## config.mk

```make
export PLATFORM = sky130hd
export DESIGN_NAME = phase_frame_ctrl_flat
export DESIGN_NICKNAME = d
export VERILOG_FILES = /design/src/rtl/phase_cfg_pkg.sv /design/src/rtl/phase_frame_ctrl_if.sv /design/src/rtl/phase_frame_ctrl_edge_strobe.sv /design/src/rtl/phase_frame_ctrl.sv /design/src/flat_wrapper.sv
export SDC_FILE = /design/constraint.sdc
export NUM_CORES = 1
export LEC_CHECK = 0
export CAP_MARGIN = 30
export CELL_PAD_IN_SITES_DETAIL_PLACEMENT = 1
export CELL_PAD_IN_SITES_GLOBAL_PLACEMENT = 1
export CORE_MARGIN = 10
export CORE_UTILIZATION = 38
export CTS_CLUSTER_DIAMETER = 100
export DETAILED_ROUTE_END_ITERATION = 10
export PLACE_DENSITY_LB_ADDON = 0.1
export RECOVER_POWER = 50
export SETUP_SLACK_MARGIN = 0.3
export SLEW_MARGIN = 40
export SYNTH_ARGS = -nofsm -noshare
export SYNTH_HDL_FRONTEND = slang
export SYNTH_SLANG_ARGS = --single-unit
```

## constraint.sdc

```tcl
create_clock -name sys_clk -period 2.6 [get_ports sys_clk]
set_clock_uncertainty 0.15 [all_clocks]
set_input_delay 0.78 -clock sys_clk [delete_from_list [all_inputs] [get_ports sys_clk]]
set_output_delay 0.78 -clock sys_clk [all_outputs]
set_load 0.005 [all_outputs]
```

## src/rtl/phase_cfg_pkg.sv

```systemverilog
// ---------------------------------------------------------------------------------------------
// phase_cfg_pkg
//   Shared definitions for the phased-array configuration path:
//   - FSM state encoding of the frame controller
//   - default header / response byte values and channel count
//   - saturating 8-bit increment used by the statistics counters
// ---------------------------------------------------------------------------------------------
package phase_cfg_pkg;

   typedef enum logic [2:0] {
      StIdle,
      StPayload,
      StCheck,
      StCommit,
      StAck
   } state_e;

   localparam int unsigned NCH_DEF     = 8;
   localparam int unsigned TIMEOUT_DEF = 50000;
   localparam logic [7:0]  HDR_DEF     = 8'hAA;
   localparam logic [7:0]  ACK_DEF     = 8'h55;
   localparam logic [7:0]  NAK_DEF     = 8'hEE;

   // Statistics counters stick at all-ones instead of wrapping.
   function automatic logic [7:0] sat_inc(input logic [7:0] value);
      return (value == 8'hFF) ? value : value + 8'd1;
   endfunction

endpackage

```

## src/rtl/phase_frame_ctrl_if.sv

```systemverilog
// ---------------------------------------------------------------------------------------------
// phase_frame_ctrl_if
//   Bundles the UART-side handshake and the generator-side configuration outputs of the
//   phase frame controller.
//   master : controller view (receives rx/tx status, drives response and config outputs)
//   slave  : environment view (drives rx byte stream and tx_busy, observes outputs)
//   Signals:
//     rx_data    8      received byte, valid on the strobe cycle
//     rx_int     1      uart_rx busy level; falling edge marks a new byte
//     tx_busy    1      transmitter busy
//     tx_req     1      one-cycle request to send tx_byte
//     tx_byte    8      response byte (ACK/NAK)
//     phase_bus  8*NCH  committed channel phases, channel k at [8k+7:8k]
//     cfg_update 1      one-cycle pulse aligned with a new phase_bus
//     frame_cnt  8      committed frames, saturating
//     err_cnt    8      checksum failures plus timeouts, saturating
//     overrun    1      sticky: byte dropped while waiting to respond
// ---------------------------------------------------------------------------------------------
interface phase_frame_ctrl_if #(
   parameter int unsigned NCH = 8
);

   logic [7:0]       rx_data;
   logic             rx_int;
   logic             tx_busy;
   logic             tx_req;
   logic [7:0]       tx_byte;
   logic [8*NCH-1:0] phase_bus;
   logic             cfg_update;
   logic [7:0]       frame_cnt;
   logic [7:0]       err_cnt;
   logic             overrun;

   modport master (
      input  rx_data,
      input  rx_int,
      input  tx_busy,
      output tx_req,
      output tx_byte,
      output phase_bus,
      output cfg_update,
      output frame_cnt,
      output err_cnt,
      output overrun
   );

   modport slave (
      output rx_data,
      output rx_int,
      output tx_busy,
      input  tx_req,
      input  tx_byte,
      input  phase_bus,
      input  cfg_update,
      input  frame_cnt,
      input  err_cnt,
      input  overrun
   );

endinterface

```

## src/rtl/phase_frame_ctrl_edge_strobe.sv

```systemverilog
// ---------------------------------------------------------------------------------------------
// edge_strobe
//   Turns a UART receiver busy level into a one-cycle byte strobe. The level is registered
//   once and the strobe fires on the cycle the live level is low while the registered copy is
//   still high, so the consumer samples the byte in the same cycle.
//   Ports:
//     clk_i    system clock
//     rst_i    synchronous reset, active-high
//     level_i  receiver busy level
//     stb_o    one-cycle strobe on a 1->0 transition of level_i
// ---------------------------------------------------------------------------------------------
module edge_strobe (
   input  logic clk_i,
   input  logic rst_i,
   input  logic level_i,
   output logic stb_o
);

   logic level_q;

   // Reset to low so a receiver already idle-low never produces a spurious strobe.
   always_ff @(posedge clk_i) begin
      if (rst_i) begin
         level_q <= 1'b0;
      end else begin
         level_q <= level_i;
      end
   end

   assign stb_o = level_q & ~level_i;

endmodule

```

## src/rtl/phase_frame_ctrl.sv

```systemverilog
// ---------------------------------------------------------------------------------------------
// phase_frame_ctrl
//   Parses frames of the form HDR, NCH phase bytes, XOR checksum from the UART byte stream.
//   A good frame commits all phases to phase_bus in one cycle (with a cfg_update pulse) and
//   answers ACK; a bad checksum answers NAK; an inter-byte gap of TIMEOUT_CYC cycles inside a
//   frame aborts it silently. Frame and error counts saturate at 255.
//   Ports:
//     sys_clk   system clock
//     sys_rstn  synchronous reset, active-high (clears every output and the partial frame)
//     bus       phase_frame_ctrl_if.master: rx byte stream, tx response, config outputs
// ---------------------------------------------------------------------------------------------
module phase_frame_ctrl
   import phase_cfg_pkg::*;
#(
   parameter int unsigned NCH         = NCH_DEF,
   parameter logic [7:0]  HDR_BYTE    = HDR_DEF,
   parameter logic [7:0]  ACK_BYTE    = ACK_DEF,
   parameter logic [7:0]  NAK_BYTE    = NAK_DEF,
   parameter int unsigned TIMEOUT_CYC = TIMEOUT_DEF
) (
   input  logic                sys_clk,
   input  logic                sys_rstn,
   phase_frame_ctrl_if.master  bus
);

   localparam int unsigned IdxW = (NCH > 1) ? $clog2(NCH) : 1;
   localparam int unsigned GapW = (TIMEOUT_CYC > 1) ? $clog2(TIMEOUT_CYC) : 1;

   localparam logic [IdxW-1:0] IdxLast = IdxW'(NCH - 1);
   localparam logic [GapW-1:0] GapMax  = GapW'(TIMEOUT_CYC - 1);

   state_e           state_q;
   logic [IdxW-1:0]  idx_q;
   logic [7:0]       xor_q;
   logic [GapW-1:0]  gap_q;
   logic [7:0]       shadow_q [NCH];
   logic [8*NCH-1:0] phase_q;
   logic             cfg_update_q;
   logic             tx_req_q;
   logic [7:0]       tx_byte_q;
   logic [7:0]       frame_cnt_q;
   logic [7:0]       err_cnt_q;
   logic             overrun_q;

   logic             byte_stb;

   edge_strobe u_edge_strobe (
      .clk_i   (sys_clk),
      .rst_i   (sys_rstn),
      .level_i (bus.rx_int),
      .stb_o   (byte_stb)
   );

   // Single-process FSM; every output is a register so the generator never sees glitches.
   always_ff @(posedge sys_clk) begin
      if (sys_rstn) begin
         state_q      <= StIdle;
         idx_q        <= '0;
         xor_q        <= '0;
         gap_q        <= '0;
         phase_q      <= '0;
         cfg_update_q <= 1'b0;
         tx_req_q     <= 1'b0;
         tx_byte_q    <= '0;
         frame_cnt_q  <= '0;
         err_cnt_q    <= '0;
         overrun_q    <= 1'b0;
         for (int k = 0; k < NCH; k++) begin
            shadow_q[k] <= '0;
         end
      end else begin
         cfg_update_q <= 1'b0;
         tx_req_q     <= 1'b0;

         unique case (state_q)
            StIdle: begin
               gap_q <= '0;
               // Non-header bytes between frames are line noise, not errors.
               if (byte_stb && (bus.rx_data == HDR_BYTE)) begin
                  idx_q   <= '0;
                  xor_q   <= '0;
                  state_q <= StPayload;
               end
            end

            StPayload: begin
               // A byte landing on the timeout cycle still counts: strobe is tested first.
               if (byte_stb) begin
                  gap_q           <= '0;
                  shadow_q[idx_q] <= bus.rx_data;
                  xor_q           <= xor_q ^ bus.rx_data;
                  idx_q           <= idx_q + IdxW'(1);
                  if (idx_q == IdxLast) begin
                     state_q <= StCheck;
                  end
               end else if (gap_q == GapMax) begin
                  gap_q     <= '0;
                  err_cnt_q <= sat_inc(err_cnt_q);
                  state_q   <= StIdle;
               end else begin
                  gap_q <= gap_q + GapW'(1);
               end
            end

            StCheck: begin
               if (byte_stb) begin
                  gap_q <= '0;
                  if (bus.rx_data == xor_q) begin
                     // Outputs are registered on entry so the COMMIT cycle itself shows the
                     // new phases together with cfg_update.
                     for (int k = 0; k < NCH; k++) begin
                        phase_q[8*k +: 8] <= shadow_q[k];
                     end
                     cfg_update_q <= 1'b1;
                     frame_cnt_q  <= sat_inc(frame_cnt_q);
                     tx_byte_q    <= ACK_BYTE;
                     state_q      <= StCommit;
                  end else begin
                     err_cnt_q <= sat_inc(err_cnt_q);
                     tx_byte_q <= NAK_BYTE;
                     state_q   <= StAck;
                  end
               end else if (gap_q == GapMax) begin
                  gap_q     <= '0;
                  err_cnt_q <= sat_inc(err_cnt_q);
                  state_q   <= StIdle;
               end else begin
                  gap_q <= gap_q + GapW'(1);
               end
            end

            StCommit: begin
               gap_q   <= '0;
               state_q <= StAck;
            end

            StAck: begin
               gap_q <= '0;
               // Nothing is buffered while the response is pending; flag the loss.
               if (byte_stb) begin
                  overrun_q <= 1'b1;
               end
               if (!bus.tx_busy) begin
                  tx_req_q <= 1'b1;
                  state_q  <= StIdle;
               end
            end

            default: begin
               gap_q   <= '0;
               state_q <= StIdle;
            end
         endcase
      end
   end

   assign bus.phase_bus  = phase_q;
   assign bus.cfg_update = cfg_update_q;
   assign bus.tx_req     = tx_req_q;
   assign bus.tx_byte    = tx_byte_q;
   assign bus.frame_cnt  = frame_cnt_q;
   assign bus.err_cnt    = err_cnt_q;
   assign bus.overrun    = overrun_q;

endmodule

```

## src/flat_wrapper.sv

```systemverilog
// flat-port wrapper written by rule: the top's interface ports become plain ports
module phase_frame_ctrl_flat import phase_cfg_pkg::*;
#(
   parameter int unsigned NCH         = NCH_DEF,
   parameter logic [7:0]  HDR_BYTE    = HDR_DEF,
   parameter logic [7:0]  ACK_BYTE    = ACK_DEF,
   parameter logic [7:0]  NAK_BYTE    = NAK_DEF,
   parameter int unsigned TIMEOUT_CYC = TIMEOUT_DEF
)
  (sys_clk, sys_rstn, bus_rx_data, bus_rx_int, bus_tx_busy, bus_tx_req, bus_tx_byte, bus_phase_bus, bus_cfg_update, bus_frame_cnt, bus_err_cnt, bus_overrun);
  phase_frame_ctrl_if #(.NCH(NCH)) bus_i ();
  input  logic sys_clk;
  input  logic sys_rstn;
  input wire logic [$bits(bus_i.rx_data)-1:0] bus_rx_data;
  input wire logic [$bits(bus_i.rx_int)-1:0] bus_rx_int;
  input wire logic [$bits(bus_i.tx_busy)-1:0] bus_tx_busy;
  output wire logic [$bits(bus_i.tx_req)-1:0] bus_tx_req;
  output wire logic [$bits(bus_i.tx_byte)-1:0] bus_tx_byte;
  output wire logic [$bits(bus_i.phase_bus)-1:0] bus_phase_bus;
  output wire logic [$bits(bus_i.cfg_update)-1:0] bus_cfg_update;
  output wire logic [$bits(bus_i.frame_cnt)-1:0] bus_frame_cnt;
  output wire logic [$bits(bus_i.err_cnt)-1:0] bus_err_cnt;
  output wire logic [$bits(bus_i.overrun)-1:0] bus_overrun;
  assign bus_i.rx_data = bus_rx_data;
  assign bus_i.rx_int = bus_rx_int;
  assign bus_i.tx_busy = bus_tx_busy;
  assign bus_tx_req = bus_i.tx_req;
  assign bus_tx_byte = bus_i.tx_byte;
  assign bus_phase_bus = bus_i.phase_bus;
  assign bus_cfg_update = bus_i.cfg_update;
  assign bus_frame_cnt = bus_i.frame_cnt;
  assign bus_err_cnt = bus_i.err_cnt;
  assign bus_overrun = bus_i.overrun;
  phase_frame_ctrl #(.NCH(NCH), .HDR_BYTE(HDR_BYTE), .ACK_BYTE(ACK_BYTE), .NAK_BYTE(NAK_BYTE), .TIMEOUT_CYC(TIMEOUT_CYC)) u_core (.sys_clk(sys_clk), .sys_rstn(sys_rstn), .bus(bus_i));
endmodule
```

Fig. 1: run 1, pin placement
Pins as bars across the die edge, other pins in grey.
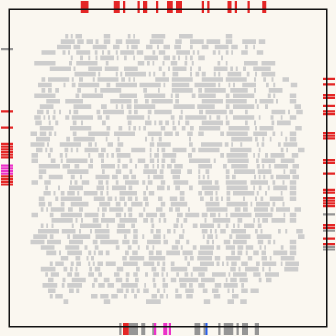
Key: bus_rx_data = magenta [pins 8, direction input, edge 4 bottom, 4 left]; bus_tx_busy = blue [pins 1, direction input, edge bottom]; bus_phase_bus = red [pins 64, direction output, edge 26 top, 23 right, 12 left, 3 bottom]

Fig. 2: run 1, routed metal, one colour a layer
Two of the layers only.
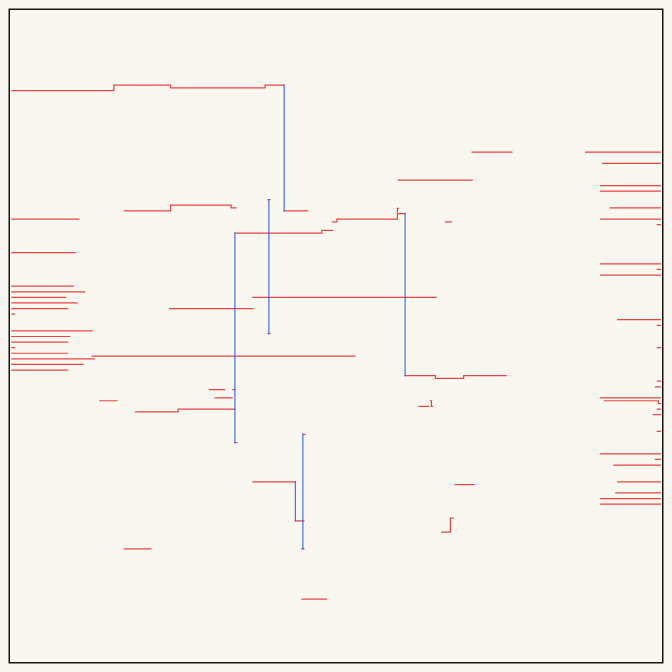
Key: metal 4 = blue [wire length 191 um]; metal 3 = red [wire length 873 um]

Fig. 3: run 1, routing congestion map
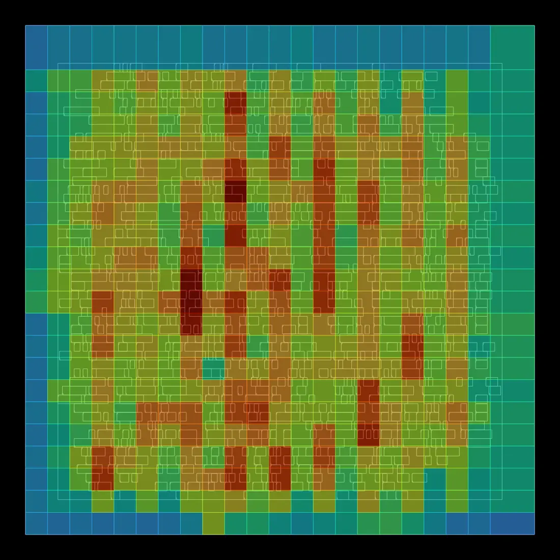
met2 Usage GRT: 0.290
met1 Resource Use GR: 0.207

==> flow_summary.json, run 1 <==
{
  "status": "finished, final reports clean",
  "clock_area_frac": 0.0535,
  "r2r-start": "u_core.state_q[0]",
  "crit_type": "input pin to register",
  "ys_sh_simple": 0.243,
  "sh_seq_area": 0.444,
  "cts_buffers": 17,
  "ys_seq_frac": 0.583,
  "worstPathRequired_ps": 2740,
  "slowest_delay_ps": 350,
  "finalCritPeriodShare": 0.912,
  "die_h_um": 159,
  "finalMaxSlewViolations": 0,
  "comb_area_um2": 2950,
  "ios": 103,
  "yosys.area.top_type": "dfxtp_1",
  "hpwl_um": 14600,
  "largest_class": "flip-flops and latches",
  "route.vias.total": 5804,
  "hold_path_depth": 2,
  "path_delay_family": "buffers and inverters",
  "track_usage": 0.169,
  "synth.area.top_cells": "dfxtp_1, edfxtp_1, nand2_1, a21oi_1, and2_1",
  "clk_pin_slew_ps": 60,
  "n_all_buffers": 166,
  "cts.htree.levels": 4,
  "worstSetupStartpoint": "bus_rx_int",
  "ys_top_cells_by_count": "nand2_1, dfxtp_1, a21oi_1",
  "seq_area_um2": 4300,
  "mostFrequentLayoutCells": "nand2_1, dfxtp_1, a21oi_1, edfxtp_1, clkdlybuf4s50_1",
  "nMultiInputCombCells": 513,
  "layout_top_cell": "nand2_1",
  "synth-xor-area-share": 0.0264,
  "ir_worst_vdd_mv": 0.533,
  "power_mw": 5.43,
  "clock_buffers": 21,
  "syn_area_um2": 7310,
  "top_area_frac": 0.320,
  "dp_slack_ps": -537,
  "synth_flop_count": 181,
  "p_seq_mw": 2.96,
  "netSwitchingFraction": 0.221,
  "drtIter0Drc": 318,
  "drt_first_pass_iters": 4,
  "grt_overflow": 0,
  "yosys_warnings": 0,
  "hold_start": "bus_phase_bus[33]",
  "grt_pass1_wl_um": 33500,
  "placedCellCount": 1105,
  "yosysCellCount": 745,
  "synth-main-ff-cell": "dfxtp_1",
  "layout.nets": 900,
  "utilization": 0.514,
  "crit_path_end": "u_core.xor_q[2]",
  "edf_count": 64,
  "core-area_um2": 18800,
  "cts_resized": 68,
  "worstPathCellList": "dlygate4sd2_1 -> nor2b_1 -> clkbuf_4 -> clkbuf_1 -> and2_0 -> o21ai_0 -> buf_6 -> o21ai_0 -> a21oi_1",
  "placed_cell_area_um2": 8910,
  "vias_per_cell": 5.02,
  "finalCriticalPeriod_ps": 2370,
  "die-area_um2": 25200,
  "cts_buffer_depth": 2
}
==> inputs of run 2 (changes only) <==
TNS_END_PERCENT = 5   (was not set)
Fig. 4: run 2, pin placement
Pins as bars across the die edge, other pins in grey.
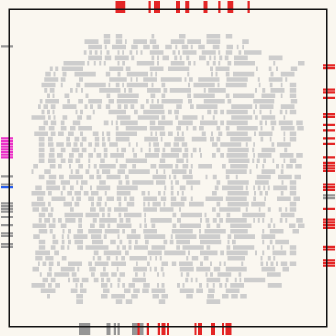
Key: bus_rx_data = magenta [pins 8, direction input, edge left]; bus_tx_busy = blue [pins 1, direction input, edge left]; bus_phase_bus = red [pins 64, direction output, edge 29 right, 20 top, 15 bottom]
All pins by edge: 31 right, 30 bottom, 22 left, 20 top.

Fig. 5: run 2, M3 wires
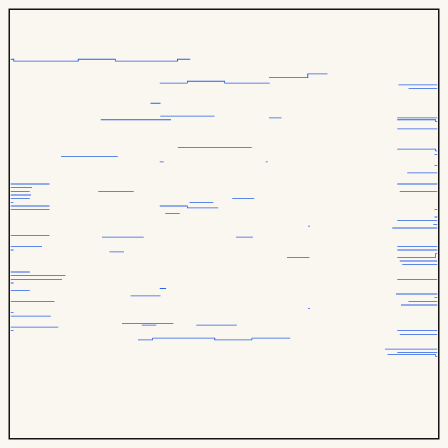
The longest straight run is 27.1 um. The wires run mostly horizontal. 65 nets have wire on it. The layer carries 999 um of wire.

==> run 2 against run 1 <==
  * Total power is 7.2% higher
  * Synthesized cell count stayed put
  * Hold slack about the same
  * Core utilization is 0.28 points higher
  * First-iteration DRC count fell by 29%
  * Register-to-register slack got worse by 30 ps
  * Clock-buffer cell count is 1 lower
  * Worst setup slack got worse by 45 ps
  * Cell area up 0.54%
  * Largest power group unchanged
  * Global-route usage is 0.43 points lower
  * Critical path type unchanged
  * Combinational power down about 10%
  * Wire length shrank 6.1%
  * Critical endpoint is now u_core.bus.err_cnt[6]
==> flow_summary.json, run 2 <==
{
  "gp_congestion": 0.836,
  "crit_path_end": "u_core.bus.err_cnt[6]",
  "layout.nets": 903,
  "p_seq_frac": 0.510,
  "cts_buffer_depth": 2,
  "mostFrequentLayoutCells": "nand2_1, dfxtp_1, a21oi_1, edfxtp_1, clkdlybuf4s50_1",
  "clk_pin_slew_ps": 70,
  "finalCritPeriodShare": 0.929,
  "n_all_buffers": 169,
  "synth_flop_count": 181,
  "core-area_um2": 18800,
  "crit_type": "input pin to register",
  "finalMaxSlewViolations": 0,
  "yosys_warnings": 0,
  "hpwl_um": 13600,
  "ys_top_cells_by_count": "nand2_1, dfxtp_1, a21oi_1",
  "setup_viol": 0,
  "route.vias.total": 5800,
  "yosys.area.top_type": "dfxtp_1",
  "ys_sh_simple": 0.243,
  "worstPathRequired_ps": 2730,
  "cts.htree.levels": 4,
  "grt_overflow": 0,
  "max_freq_ghz": 0.414,
  "synth-xor-area-share": 0.0264,
  "p_seq_mw": 2.97,
  "ir_worst_vdd_mv": 0.455,
  "drt_first_pass_iters": 4,
  "placedCellCount": 1108,
  "power_mw": 5.83,
  "track_usage": 0.165,
  "placed_cell_area_um2": 8880,
  "r2r_end": "u_core.bus.err_cnt[0]",
  "cts_root_buf": "clkbuf_16",
  "hold_violations": 0,
  "status": "finished, final reports clean",
  "dp_slack_ps": -481,
  "largest_class": "flip-flops and latches",
  "r2r-start": "u_core.state_q[0]",
  "die_h_um": 159,
  "layout_top_cell": "nand2_1",
  "finalCriticalPeriod_ps": 2420,
  "nMultiInputCombCells": 513,
  "clock_area_frac": 0.0631,
  "synth-main-ff-cell": "dfxtp_1",
  "grt_pass1_vias": 6122,
  "fin_setup_tns_ps": 0,
  "gr-usage-met1": 0.186,
  "path_delay_family": "simple AND/OR/NAND/NOR gates",
  "ys_seq_frac": 0.583,
  "ios": 103,
  "fp_util": 0.388,
  "clkSinkCount": 181,
  "synth_area_per_cell_um2": 9.81,
  "yosysCellCount": 745,
  "utilization": 0.517,
  "synth.area.top_cells": "dfxtp_1, edfxtp_1, nand2_1, a21oi_1, and2_1",
  "power_density_nw_per_um2": 599,
  "cts_buffers": 17,
  "grt_pass1_wl_um": 32200,
  "hold_path_depth": 1,
  "vias_per_cell": 5.00,
  "netSwitchingFraction": 0.208,
  "grt_use_met2": 0.296,
  "sh_seq_area": 0.440,
  "worstSetupStartpoint": "bus_rx_data[7]",
  "slowest_delay_ps": 520,
  "critPathLaunchType": "input pin",
  "syn_area_um2": 7310,
  "drtIter0Drc": 227,
  "drive_above_1_share": 0.156,
  "areaGrowthSynthToFinish_pct": 33.2,
  "hold_start": "u_core.gap_q[0]",
  "cts_resized": 44,
  "top_area_frac": 0.320,
  "die-area_um2": 25200,
  "port_buffers": 102,
  "ys_types": 54,
  "edf_count": 64,
  "seq_area_um2": 4280,
  "comb_area_um2": 2890,
  "synth-compound-area-share": 0.0972,
  "worstPathCellList": "dlygate4sd2_1 -> xnor2_1 -> nand4_1 -> clkbuf_1 -> or3_1 -> buf_4 -> a41oi_1 -> a211oi_2",
  "clock_buffers": 20,
  "slew-limit-headroom": 0.327
}
Fig. 6: run 2, routed metal, one colour a layer
Two of the layers only.
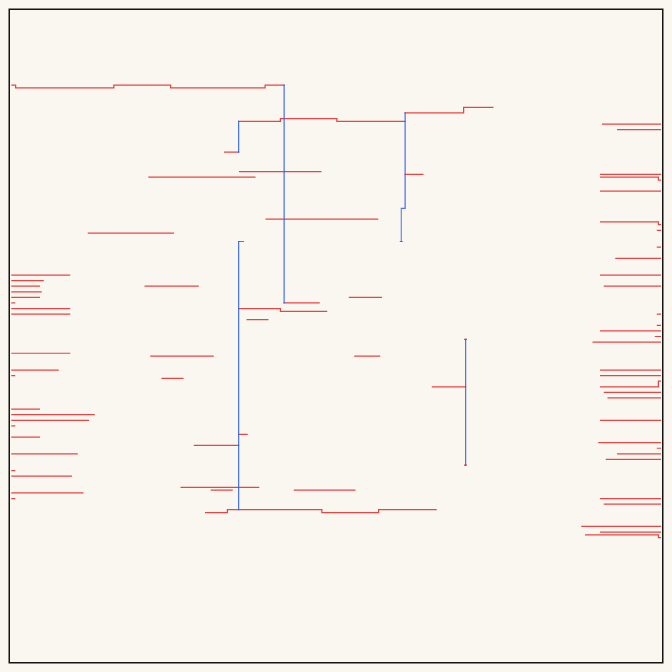

==> inputs of run 3 (changes only) <==
SETUP_SLACK_MARGIN = 0.02   (was 0.3)
Fig. 7: run 3, routed metal, one colour a layer
Two of the layers only.
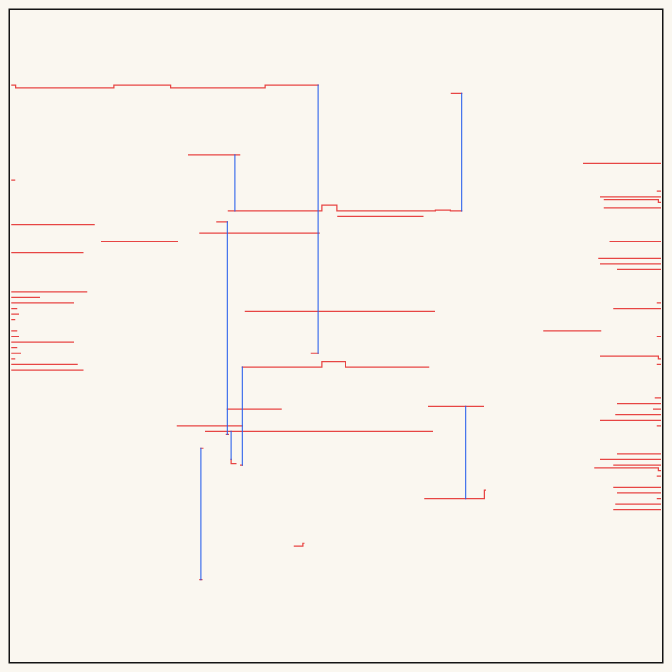
final wirelength: 19800 um
All-Layer GR Usage: 0.162
routed via count: 5651

Fig. 8: run 3, sequential cells grouped by signal name
Other sequential cells in the stronger grey, the rest of the logic in the fainter grey.
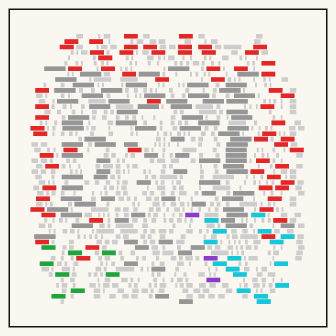
Key: bus_phase_bus = red [flops 64]; u_core.bus.tx_byte = purple [flops 3]; u_core.bus.err_cnt = green [flops 8, where bottom left]; u_core.gap_q = cyan [flops 16, where bottom right]
Another 90 sequential cells are not coloured.

==> run 3 against run 2 <==
  * Global-route usage decreased by 0.27 points
  * Cell count fell by 1.6%
  * Wire length decreased by 2.3%
  * Core utilization is 2.1 points lower
  * Largest power group unchanged
  * Critical endpoint is now u_core.bus.frame_cnt[5]
  * Sequential share of layout area grew 1.7 points
  * Non-clock buffer count is 19 lower
  * First-iteration DRC count grew 13%
  * Cell area shrank 4.1%
  * Worst setup slack got worse by 110 ps
  * Synthesized area stayed put
  * Largest cell class unchanged
  * Clock-buffer cell count fell by 1
  * Synthesized cell count is the same
==> flow_summary.json, run 3 <==
{
  "hold_violations": 0,
  "critPathLaunchType": "input pin",
  "synth.area.top_cells": "dfxtp_1, edfxtp_1, nand2_1, a21oi_1, and2_1",
  "power_mw": 5.52,
  "die_h_um": 159,
  "cts_root_buf": "clkbuf_16",
  "ir_worst_vdd_mv": 0.494,
  "crit_type": "input pin to register",
  "tap_cells": 260,
  "ys_top_cells_by_count": "nand2_1, dfxtp_1, a21oi_1",
  "ys_seq_frac": 0.583,
  "synth_flop_count": 181,
  "clock_area_frac": 0.0580,
  "netSwitchingPower_mw": 1.20,
  "largest_class": "flip-flops and latches",
  "cts_setup_buffers": 0,
  "finalMaxSlewViolations": 0,
  "drive_above_1_share": 0.110,
  "sh_seq_area": 0.457,
  "grt_pass1_wl_um": 32200,
  "ys_sh_simple": 0.243,
  "placedCellCount": 1107,
  "fin_setup_tns_ps": 0,
  "synth_area_per_cell_um2": 9.81,
  "slowest_delay_ps": 540,
  "p_seq_mw": 2.97,
  "cts_tree": "done",
  "yosys.area.top_type": "dfxtp_1",
  "critPathMaxFanout": 12,
  "worstPathCellList": "clkdlybuf4s50_1 -> xnor2_1 -> nand4_1 -> or3_4 -> buf_4 -> or3_1 -> a21oi_1",
  "grt_overflow": 0,
  "holdCritPathClass": "register to register",
  "clk_pin_slew_ps": 70,
  "comb_area_um2": 2800,
  "crit_path_end": "u_core.bus.frame_cnt[5]",
  "r2r_end": "u_core.bus.err_cnt[2]",
  "port_buffers": 102,
  "yosysCellCount": 745,
  "syn_area_um2": 7310,
  "finalCriticalPeriod_ps": 2530,
  "edf_count": 64,
  "r2r-start": "u_core.gap_q[11]",
  "maxCapViolCount": 0,
  "synth-main-ff-cell": "dfxtp_1",
  "max_freq_ghz": 0.395,
  "mostFrequentLayoutCells": "nand2_1, dfxtp_1, a21oi_1, clkdlybuf4s50_1, edfxtp_1",
  "gp_congestion": 0.782,
  "cts_buffers": 17,
  "status": "finished, final reports clean",
  "path_delay_family": "simple AND/OR/NAND/NOR gates",
  "clockPowerShare": 0.436,
  "worstPathRequired_ps": 2800,
  "p_seq_frac": 0.538,
  "buffer_area_frac": 0.149,
  "cts.htree.levels": 4,
  "ff2ff_path_depth": 6,
  "slew-limit-headroom": 0.609,
  "areaGrowthSynthToFinish_pct": 27.8,
  "fin_area_um2": 9340,
  "postSynthCellCount": 745,
  "hpwl_um": 14300,
  "cts_resized": 5,
  "comb_share": 0.300,
  "ys_types": 54,
  "clkSinkCount": 181,
  "vias_per_cell": 4.96,
  "wl_per_cell_um": 17.4,
  "finalCritPeriodShare": 0.973,
  "die-area_um2": 25200,
  "utilization": 0.496,
  "drt_first_pass_iters": 5,
  "hold_path_depth": 2,
  "placed_cell_area_um2": 8790,
  "hold_start": "bus_phase_bus[27]",
  "ios": 103,
  "worstSetupStartpoint": "bus_rx_data[1]",
  "synth-xor-area-share": 0.0264,
  "layout_top_cell": "nand2_1",
  "synth-compound-area-share": 0.0972,
  "fp_util": 0.388,
  "gr-usage-met1": 0.203,
  "clock_buffers": 19,
  "layout.nets": 883,
  "drtIter0Drc": 256,
  "netSwitchingFraction": 0.217,
  "warning_count": 28,
  "inv_count": 4,
  "seq_area_um2": 4260,
  "n_all_buffers": 150,
  "grt_use_met2": 0.270,
  "cts_buffer_depth": 2,
  "power_density_nw_per_um2": 591,
  "yosys_warnings": 0,
  "nMultiInputCombCells": 512,
  "dp_slack_ps": -535,
  "grt_pass1_vias": 5990,
  "core-area_um2": 18800,
  "setup_viol": 0,
  "worst_pin_slew_ps": 582,
  "top_area_frac": 0.320
}
Power figures rest on the tool's default switching activity, not on a simulated workload.
